### Cell classes on the final placement

Scale: 2 px per um. Fill, decap, tap and diode cells in grey.
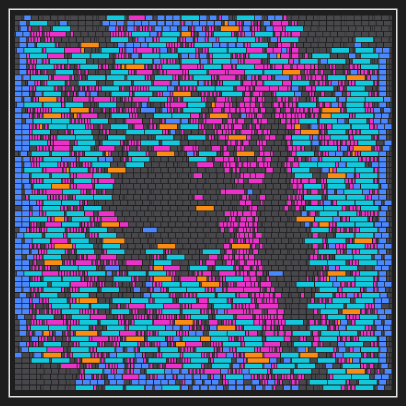
### Clock network drawn from the DEF

Scale: 3 px per um.
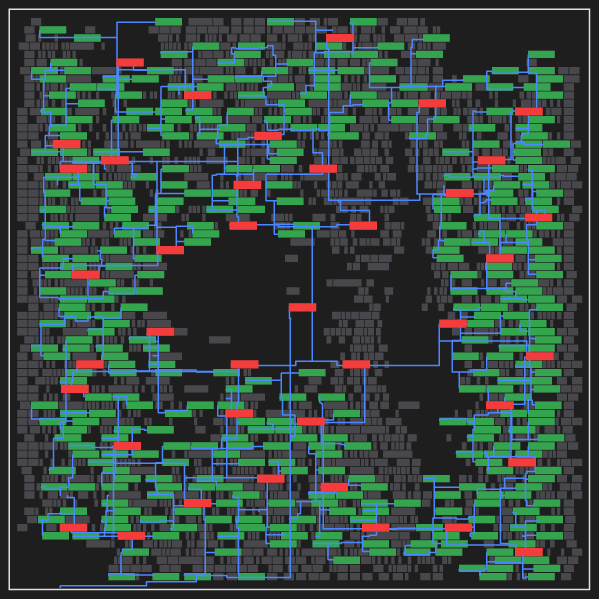
### Clock routing

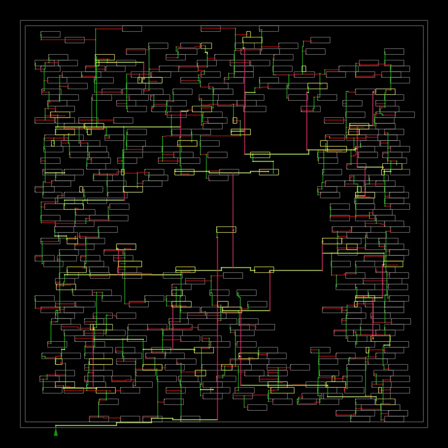
### Ports around the boundary

Scale: 1.5 px per um. Pins as bars across the die edge, other pins in grey.
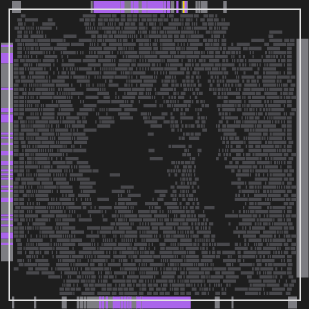
==> config.mk <==
export PLATFORM = sky130hd
export DESIGN_NAME = multiword_adder_seq_flat
export DESIGN_NICKNAME = d
export VERILOG_FILES = /design/src/rtl/multiword_adder_seq_if.sv /design/src/rtl/multiword_adder_seq.sv /design/src/flat_wrapper.sv
export SDC_FILE = /design/constraint.sdc
export NUM_CORES = 1
export LEC_CHECK = 0
export CORE_MARGIN = 2
export CORE_UTILIZATION = 51
export DETAILED_ROUTE_END_ITERATION = 6
export MAX_ROUTING_LAYER = met4
export PLACE_DENSITY = 0.87
export SKIP_LAST_GASP = 1
export SLEW_MARGIN = 20
export SYNTH_ARGS = -nofsm -noshare
export SYNTH_HDL_FRONTEND = slang
export SYNTH_SLANG_ARGS = --single-unit
==> constraint.sdc <==
create_clock -name clk -period 5 [get_ports clk]
set_clock_uncertainty 0.15 [all_clocks]
set_input_delay 1 -clock clk [delete_from_list [all_inputs] [get_ports clk]]
set_output_delay 1 -clock clk [all_outputs]
set_load 0.01 [all_outputs]
==> reports/summary.txt <==
YS chip area - 0.01821 mm^2
Resize count post-CTS - 0
Slew @ Worst Pin - 0.9695 ns
Flip-flops with a built-in enable - 0
Dpl ws - 0.8831 ns
# DRC - 0
Largest net degree at the start of global routing - 177
Root buffer cell - clkbuf_16
Grt peak-use layer - met2
Vias in the first global route - 15,659
Unrepaired setup endpoints after global routing - false
Post-cts hold-fix buffer tally - 0
Min Tclk post-route - 4.164 ns
Slowest cell on crit path - ha_1
Initial antenna violation count - 2
Status - finished clean
Htree depth - 2
CP Depth - 10
Max-cap viol count - 0
Worst R2R Path Depth - 10
Fp util - 0.5144
Non-Filler Cell Area, Final - 0.02382 mm^2
Post-synth mux share - 0.08247
XOR Share, Synth - 0.009621
Crit Path Class - reg2reg
Final Hold Violation Tally - 0
Yosys cell types - 60
CTS tree - yes
DR WL/cell - 19.23 um
Crit-path max cell delay - 0.63 ns
# nets final - 2,600
Post-synth seq share - 0.5360
WP buf/inv - 1
Gr ovfl total - 0
Dpl cell area - 0.02250 mm^2
Inst Count DP - 2,716
Flop pwr share - 0.300
Comb power frac - 0.537
LEAKAGE - 0.01140 uW
Clk buf depth - 3
Chip area - 0.03723 mm^2
Post-Synth Adder-Cell Area - 0.02900
Grt met1 use - 0.3806
Tool Warnings - 42
Post-route antenna net violation count - 0
Comb pwr - 9840 uW
CP max FO - 14
Net Switching - 8065 uW
Worst VDD drop - 383.1 uV
Core Footprint - 0.03540 mm^2
Syn avg cell area - 9.294 um^2
Async S/R FF share, synth - 1.000
DP Wirelength - 37.81 mm
Cell mode on critical path - o21ai_0
Top cells by area - dfrtp_1 54%, nand2_1 19%, mux4_2 7.9%
Critical Path RT - 5.21 ns
Drt first pass iters - 5
Crit path cell chain - buf_4 -> mux4_2 -> ha_1 -> nand2_1 -> o21ai_0 -> a211oi_1 -> a41oi_1 -> a31oi_1 -> xnor2_1 -> o21ai_0
Final tally of max-slew violations - 0
GRT Overall Usage - 0.2973
Nature of the critical path startpoint - register
Non-filler instance count after layout - 2,789
Vias - 15,689
Fin crit share - 0.8327
Main power group - combinational cells
Routed vias/inst - 5.625
Number of synthesized register bits - 390
Top post-synthesis cells by count - 941 x nand2_1, 390 x dfrtp_1, 113 x o21ai_0, 104 x clkbuf_1, 64 x mux4_2
Min-delay worst type - reg2reg
Mapped cell area - 0.01821 mm^2
Worst hold stages - 2
Grt met3 use - 0.05756
Cells after Synth - 1,959
Layout cells sized above 1 - 0.07398
Sw Ratio - 0.4399
Ys Warns - 0
Kind of end point of the critical path - register
R2r setup slk - 0.84 ns
Syn_nets - 2,262
Met2 usage - 0.4726
Yosys cell count - 1,959
Max-area cell share - 0.5360
DRT iter0 DRCs - 1,203
Post-Route Setup TNS - 0 ns
Setup WS post-layout - 0.8363 ns
First-pass GRT wire length - 83.25 mm
Routed WL - 53.62 mm
Total setup buffers inserted after CTS - 0
Aoi share - 0.08054
Fmax - 0.2402 GHz
And+or+nand+nor area frac - 0.2314
CP top delay family - AND-OR/OR-AND gates
Main logic family after synthesis - simple AND/OR/NAND/NOR gates
P_seq - 5490 uW
CP arrival - 4.37 ns
Total Power - 18,340 uW
CTS Buf Count - 40
Most common cell in the synthesized netlist - nand2_1
Ys flop type - dfrtp_1
Max-Slew Margin vs Limit - 0.3537
Routability Congestion - 0.9021
I/O pin count - 394
Setup-failing EPs final - 0
Post-synth top area cell - dfrtp_1
Worst hold margin - 0.3220 ns
Internal power - 10,270 uW
Clock slew at reported path FFs - 0.07 ns
Fill cell count - 2,592
Power Dens Cells - 769.7 mW/mm^2
Post-synthesis to final-layout area growth - 30.84%
## Picture notes: 'Cell classes on the final placement'
legend:
  orange:
    class: clock drivers and dummy loads
    cells: 70
    share_of_their_area: 5.6%
  cyan:
    class: sequential cells
    cells: 390
    share_of_their_area: 42%
  magenta:
    class: remaining logic cells
    cells: 1,451
    share_of_their_area: 34%
  blue:
    class: remaining buffers and delay cells
    cells: 414
    share_of_their_area: 18%
post-layout util: 0.6730
Rows: 69

## Picture notes: 'Clock network drawn from the DEF'
legend:
  green:
    item: flip-flops
    count: 390
  blue:
    item: clock wires
    length: 4,520 um
  red:
    item: clock-net drivers
    count: 40
flops lie: all over the die
routed clock nets: 41
clock group share of total power: 0.164
clk ins delay skew pair: 0.52 ns
Clk power: 3000 uW

## Picture notes: 'Clock routing'
clkbuf count: 58
flop count: 390
CTS Sinks: 390

## Picture notes: 'Ports around the boundary'
legend:
  purple:
    port: bus_b
    pins: 128
    direction: input
    edge: 50 bottom, 44 top, 34 left
  yellow:
    port: bus_cin
    pins: 1
    direction: input
    edge: top
all pins by edge: 117 right, 107 left, 94 bottom, 76 top
die width: 192.9 um
port bufs: 392

==> final cells by class <==
type / instances / area, um^2 / area share
Inverter: 17 / 63.81 / 0.002679
Clock inverter: 12 / 142.6 / 0.005988
Clock buffer: 58 / 1170 / 0.04911
Timing Repair Buffer: 414 / 4182 / 0.1755
Sequential cell: 390 / 9764 / 0.4099
Multi-Input combinational cell: 1434 / 7914 / 0.3322
Antenna cell: 3 / 7.507 / 0.0003152
Tap cell: 461 / 576.8 / 0.02421
==> logic make-up (layout without fill, tap and decap cells) <==
logic type | after synthesis | after routing
flops | 390 | 390
mux | 70 | 70
xor+xnor | 20 | 20
buf+inv | 135 | 501
compound gates | 236 | 236
simple gates | 1067 | 1067
other cells | 0 | 3
fa+ha+maj | 41 | 41
==> per-layer routing <==
metal  share of wire  wire (um)
met5               0          0
met4           0.039       2088
met3           0.082       4392
met2            0.47      25340
met1            0.41      21810
==> worst reg2reg max path: stages, from the launching register on <==
cell      delay [ns]
dfrtp_4         0.48
buf_4           0.33
mux4_2          0.58
ha_1            0.63
nand2_1         0.14
o21ai_0         0.39
a211oi_1        0.11
a41oi_1         0.43
a31oi_1         0.18
xnor2_1         0.39
o21ai_0         0.19
==> cells in the final DEF (no fill, tap or decap), types with 7 or more instances in the layout <==
cell type,count
xnor2_1,10
clkbuf_1,9
mux4_2,64
nand3_1,24
xor2_1,10
dfrtp_1,388
buf_4,15
clkbuf_8,8
clkdlybuf4s50_1,391
inv_1,17
clkinv_2,7
nor3_1,12
a21o_1,19
a31oi_1,8
a21oi_1,40
nand2_1,940
buf_12,7
o31ai_1,13
and3_1,10
o21ai_0,113
nand4_1,11
ha_1,39
clkbuf_16,41
nor2_1,33
No activity file was given, so power comes from the tool's default toggle rates.
